[src/rtl/ccr_unit.sv]
`default_nettype none
// ============================================================================
// Module   : ccr_unit
// Purpose  : Condition-code register (Z/N/C) for the execute stage. Merges
//            ALU flag results under a per-bit mask, clears the flag consumed
//            by a taken conditional jump, and optionally saves/restores the
//            flags on a LIFO shadow stack across interrupt entry and RTI.
// Config   : CCR_SHADOW_STACK_EN - when defined, a DEPTH-entry shadow stack
//            is built. When undefined, save/restore are ignored, no storage
//            is built and the stack status outputs are tied to their idle
//            values.
// Ports    : clk          rising-edge clock
//            reset        synchronous active-low reset
//            alu_flags    ALU flags {Z,N,C}
//            alu_mask     per-bit write enable for alu_flags
//            jmp_taken    a conditional jump was taken this cycle
//            jump_type    01 JZ, 00 JN, 10 JC, 11 none
//            save         push current flags (interrupt entry)
//            restore      pop flags into the CCR (RTI)
//            flags_out    registered flags {Z,N,C}
//            stack_count  number of valid stack entries
//            stack_empty  stack_count == 0
//            stack_full   stack_count == DEPTH
//            stk_err      sticky overflow/underflow/collision indicator
// Revision : 1.0 - initial release
// ============================================================================
module ccr_unit #(
  parameter int DEPTH = 4,
  parameter int PTR_W = 2
) (
  input  logic             clk,
  input  logic             reset,
  input  logic [2:0]       alu_flags,
  input  logic [2:0]       alu_mask,
  input  logic             jmp_taken,
  input  logic [1:0]       jump_type,
  input  logic             save,
  input  logic             restore,
  output logic [2:0]       flags_out,
  output logic [PTR_W:0]   stack_count,
  output logic             stack_empty,
  output logic             stack_full,
  output logic             stk_err
);

  localparam logic [1:0] JT_JN   = 2'b00;
  localparam logic [1:0] JT_JZ   = 2'b01;
  localparam logic [1:0] JT_JC   = 2'b10;

  logic [2:0] flags_q;
  logic [2:0] flags_d;
  logic [2:0] clr_mask;
  logic [2:0] flags_merged;

  // Bit the taken jump consumed; jump_type 11 consumes nothing.
  always_comb begin
    clr_mask = 3'b000;
    if (jmp_taken) begin
      case (jump_type)
        JT_JZ:   clr_mask = 3'b100;
        JT_JN:   clr_mask = 3'b010;
        JT_JC:   clr_mask = 3'b001;
        default: clr_mask = 3'b000;
      endcase
    end
  end

  // Clear first, then merge, so the ALU wins on a bit the jump also cleared.
  assign flags_merged = ((flags_q & ~clr_mask) & ~alu_mask) | (alu_flags & alu_mask);

`ifdef CCR_SHADOW_STACK_EN
  localparam logic [PTR_W:0] FULL_CNT = (PTR_W+1)'(DEPTH);

  logic [2:0]       stack_q [DEPTH];
  logic [PTR_W:0]   count_q;
  logic [PTR_W:0]   count_d;
  logic             err_q;
  logic             err_d;
  logic             empty_w;
  logic             full_w;
  logic             pop_ok;
  logic             push_ok;
  logic [PTR_W-1:0] top_idx;

  assign empty_w = (count_q == '0);
  assign full_w  = (count_q == FULL_CNT);

  // Restore takes priority over save; a collision drops the push.
  assign pop_ok  = restore && !empty_w;
  assign push_ok = save && !restore && !full_w;

  // Only meaningful when the stack is non-empty (pop_ok gates its use).
  assign top_idx = count_q[PTR_W-1:0] - PTR_W'(1);

  always_comb begin
    flags_d = flags_merged;
    count_d = count_q;
    err_d   = err_q;
    if (pop_ok) begin
      flags_d = stack_q[top_idx];
      count_d = count_q - (PTR_W+1)'(1);
    end else if (push_ok) begin
      count_d = count_q + (PTR_W+1)'(1);
    end
    if ((save && restore) || (restore && empty_w) || (save && !restore && full_w)) begin
      err_d = 1'b1;
    end
  end

  always_ff @(posedge clk) begin
    if (!reset) begin
      count_q <= '0;
      err_q   <= 1'b0;
    end else begin
      count_q <= count_d;
      err_q   <= err_d;
    end
  end

  // Stack contents need no reset; the count alone defines validity.
  // Index is safe to truncate: push_ok is false once the count reaches DEPTH.
  always_ff @(posedge clk) begin
    if (reset && push_ok) begin
      stack_q[count_q[PTR_W-1:0]] <= flags_q;
    end
  end

  assign stack_count = count_q;
  assign stack_empty = empty_w;
  assign stack_full  = full_w;
  assign stk_err     = err_q;
`else
  logic unused_stack_ins;

  assign flags_d          = flags_merged;
  assign unused_stack_ins = ^{save, restore} ^ (DEPTH < 2);

  assign stack_count = '0;
  assign stack_empty = 1'b1;
  assign stack_full  = 1'b0;
  assign stk_err     = 1'b0;
`endif

  always_ff @(posedge clk) begin
    if (!reset) begin
      flags_q <= 3'b000;
    end else begin
      flags_q <= flags_d;
    end
  end

  assign flags_out = flags_q;

endmodule
`default_nettype wire

[config.mk]
export PLATFORM = sky130hd
export DESIGN_NAME = ccr_unit
export DESIGN_NICKNAME = d
export VERILOG_FILES = /design/src/rtl/ccr_unit.sv
export SDC_FILE = /design/constraint.sdc
export NUM_CORES = 1
export LEC_CHECK = 0
export ABC_AREA = 1
export CAP_MARGIN = 10
export CORE_AREA = 8 8 45 47
export DETAILED_ROUTE_END_ITERATION = 12
export DIE_AREA = 0 0 53 55
export REMOVE_ABC_BUFFERS = 1
export SYNTH_ARGS = -nofsm -noshare
export SYNTH_HDL_FRONTEND = slang
export SYNTH_SLANG_ARGS = --single-unit
[constraint.sdc]
create_clock -name clk -period 1.5 [get_ports clk]
set_clock_uncertainty 0.15 [all_clocks]
set_input_delay 0.45 -clock clk [delete_from_list [all_inputs] [get_ports clk]]
set_output_delay 0.45 -clock clk [all_outputs]
set_load 0.05 [all_outputs]
run_1/clk_routes.png
Scale bar: 20 µm.
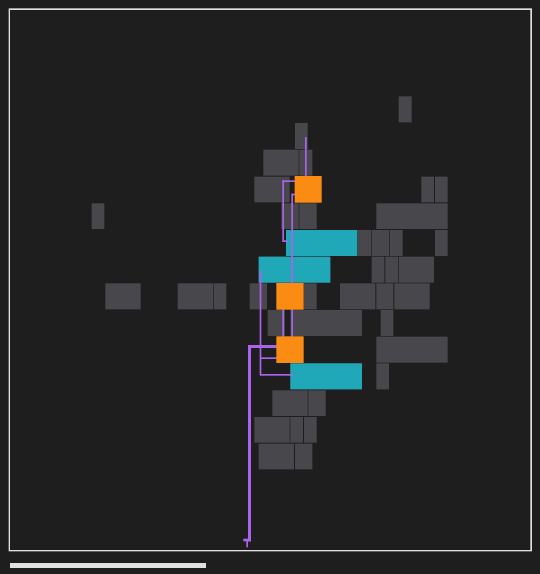
clock drivers: marked orange, count 3. clock wires: marked purple, length 76.7 µm. flip-flops: marked cyan, count 3.
There are 4 routed clock nets.
Worst-Skew Late Latency: 0.23 ns
clock share of power: 40.2%
power in the clock group: 0.000139 W

run_1/sizes.png
Scale bar: 20 µm.
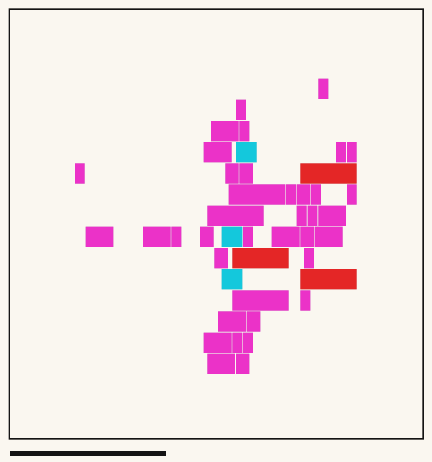
_6 and larger: marked red, cells 3, share 6.8%, most used buf_12. _3 and _4 cells: marked cyan, cells 3, share 6.8%, most used clkbuf_4. _0 and _1 cells: marked magenta, cells 38, share 86%, most used clkdlybuf4s50_1.
Layout area overhead: 92.8%
design area: 367 µm²

run_1/logic_types.png
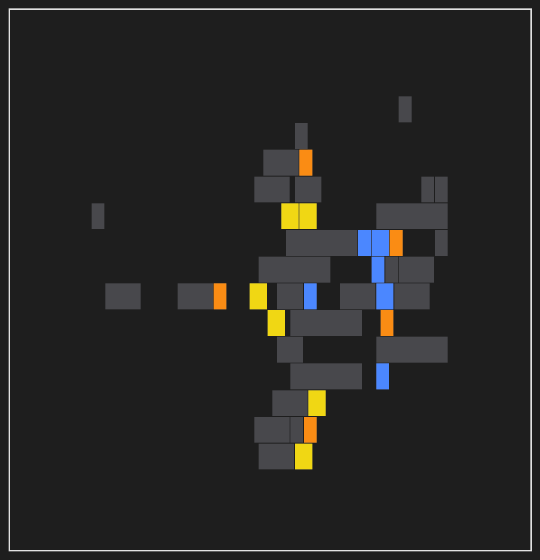
aoi and oai cells: marked yellow, cells 6. nand cells: marked blue, cells 6, most used nand2_1. inv cells: marked orange, cells 5, most used inv_1, where middle.
Top cell excl fill/tap: clkdlybuf4s50_1
Comb area share: 22.2%
non-filler instance count after layout: 60

==> metrics.csv, run 1 <==
metric,value,unit
grt_util_met3,1.87,%
synth-cells-yosys,29,
ff_latch_area,60.1,µm²
ys_seq_elements,3,
fp_util,13.7,%
comb_area,81.3,µm²
fin_util,26.5,%
nClkBuffers,4,
h-tree-depth,1,
crit_path_end_kind,output port,
r2r_start,flags_out[2]$_SDFF_PN0_,
fin_tns_setup,0,ns
num_vias,207,
p_int,0.000234,W
synth_area_leader_cell,dfxtp_1,
hp-class,register to register,
layout_top_cells,"clkdlybuf4s50_1 (10), conb_1 (6), inv_1 (5)",
top_layer,met4,
crit_slowest_cell,dfxtp_1,
largest_register_ffs,3,
yosysChipArea,190,µm²
num_rows,14,
track_usage,4.09,%
antenna_found_initial,0,
die_w,53,µm
grt_overflow,0,
fin_crit,1.34,ns
top_level_ports,22,
crit_path_start_kind,register,
crit_family,flip-flops,
post_drt_wl_per_cell,8.77,µm
status,"complete, no violations",
largest_class,non-clock buffers,
wl,526,µm
place_ws,0.0612,ns
drv_slew,0,
holdBufCountCts,0,
layout_setup_ws,0.156,ns
grt_pass1_vias,212,
swShare,32.4,%
cp-startpoint,flags_out[2]$_SDFF_PN0_,
hold_viol,0,
diodes,0,
hold_depth,2,
clockBufferDepth,2,
syn_inst,29,
dr.first_iter.drc_count,0,
drive_gt1_share,13.6,%
powerDensity,943,nW/µm²
final-clk-cell-share,7.17,%
timing.critical_path.buf_inv,1,
r2r_end,flags_out[2]$_SDFF_PN0_,
-- run 1: cells in the mapped netlist (all sizes together) --
cell	count
buf	6
nand3	2
inv	5
nor2	1
o21ai	3
a21oi	3
conb	2
nand2	4
dfxtp	3
-- run 1: logic make-up after synthesis --
family                 share of synthesized area, %
buffers and inverters                          33.6
and+or+nand+nor                                15.1
AOI/OAI and AO/OA                              15.8
DFF                                            31.6
other                                          3.95
-- run 1: power by group through the flow --
stage	sequential [W]	combinational [W]	clock, W
global placement	0.0000923	0.000115	0
detailed placement	0.0000926	0.000116	0
floorplan	0.000109	0.0000440	0
global route	0.0000914	0.000122	0.000157
CTS	0.0000913	0.000116	0.000145
finish	0.0000912	0.000116	0.000139
--- run 2 (diff from run 1) ---
TNS_END_PERCENT = 1   (was unset)
run_2/logic_types.png
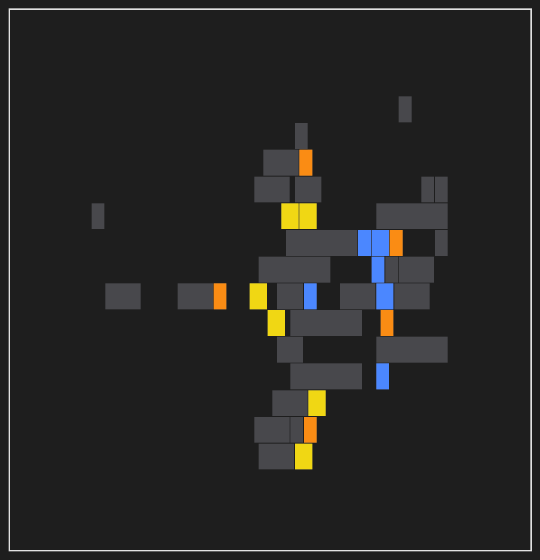
inv cells: marked orange, cells 5, most used inv_1, where middle. aoi and oai cells: marked yellow, cells 6. nand cells: marked blue, cells 6, most used nand2_1.

run_2/sizes.png
Scale bar: 20 µm.
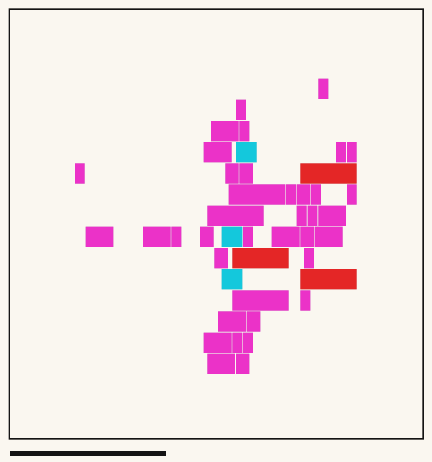
_6 and larger: marked red, cells 3, share 6.8%, most used buf_12. _3 and _4 cells: marked cyan, cells 3, share 6.8%, most used clkbuf_4. _0 and _1 cells: marked magenta, cells 38, share 86%, most used clkdlybuf4s50_1.
worst setup margin: 0.156 ns
Non-clk bufs: 13

run_2/placement_by_type.png
Fill, decap, tap and diode cells in gray.
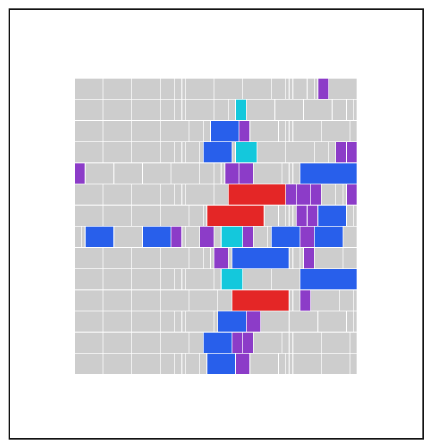
sequential cells: marked red, cells 3, share of their area 17%. remaining buffers and delay cells: marked blue, cells 13, share of their area 46%. combinational and other logic: marked purple, cells 24, share of their area 29%. clock drivers and dummy loads: marked cyan, cells 4, share of their area 7.6%.
Final Util: 26.5%
flop share of the area: 16.4%
Core Rows: 14
core area: 1380 µm²

==> run 2 against run 1 <==
  * Core utilization did not move
  * First-iteration DRC count stayed put
  * Setup slack unchanged
  * Die size unchanged
  * Highest routed layer unchanged
  * Flip-flop count is the same
  * Combinational power barely moved
  * Register-to-register slack about the same
==> metrics.csv, run 2 <==
metric,value,unit
dr.first_iter.drc_count,0,
pg_seq,0.0000912,W
synth-cells-yosys,29,
synth-main-ff-cell,dfxtp_1,
async_reset_ff_share,0,%
fin_tns_setup,0,ns
layout_top_cells,"clkdlybuf4s50_1 (10), conb_1 (6), inv_1 (5)",
place_ws,0.0612,ns
edf_count,0,
yosys.cell_count.top_type,buf_4,
r2r_start,flags_out[2]$_SDFF_PN0_,
hold_depth,2,
powerDensity,943,nW/µm²
r2r_end,flags_out[2]$_SDFF_PN0_,
p_comb,0.000116,W
ys_sh_xor,0,%
layout_top_cell,clkdlybuf4s50_1,
crit_path_start_kind,register,
yosys.area_share.aoi,15.8,%
areaGrowthSynthToFinish,92.8,%
h-tree-depth,1,
clockBufferDepth,2,
drv_slew,0,
nClkBuffers,4,
swShare,32.4,%
simple_gate_area_share,15.1,%
track_usage,4.09,%
syn_inst,29,
largest_register_ffs,3,
crit_type,register to output port,
num_vias,207,
status,"complete, no violations",
top_power_group,clock,
p_clk_share,40.2,%
ys_seq_elements,3,
sh_comb_area,22.2,%
crit_path_end_kind,output port,
mux_share,0,%
post_drt_wl_per_cell,8.77,µm
cap_violations,0,
drive_gt1_share,13.6,%
grt_overflow,0,
hp-class,register to register,
grt_pass1_vias,212,
antenna_found_initial,0,
hold_viol,0,
fin_crit,1.34,ns
cp-startpoint,flags_out[2]$_SDFF_PN0_,
synth_area_leader_cell,dfxtp_1,
ff_latch_area,60.1,µm²
die_w,53,µm
yosysChipArea,190,µm²
[run 2: cell counts after synthesis]
Identical to the previous run, type by type.
[run 2: per-stage QoR]
stage / instances / area (µm²)
CTS: 60 / 367
detailed placement: 56 / 340
finish: 60 / 367
global placement: 56 / 340
global route: 60 / 367
floorplan: 27 / 160
[run 2: cells by family (layout without fill, tap and decap cells)]
group / count (synthesis) / count (layout)
DFF: 3 / 3
and+or+nand+nor: 7 / 7
other: 2 / 6
buffers and inverters: 11 / 22
AOI/OAI and AO/OA: 6 / 6
[run 2: per-layer routing]
layer	track usage, %	vias to the layer above	part of all wire [%]
li1	-	106	-
met1	3.03	85	31
met2	5.86	14	48
met3	1.87	2	17
met4	7.76	0	3.6
met5	0	-	0
Power is estimated from default activity; no workload was simulated.
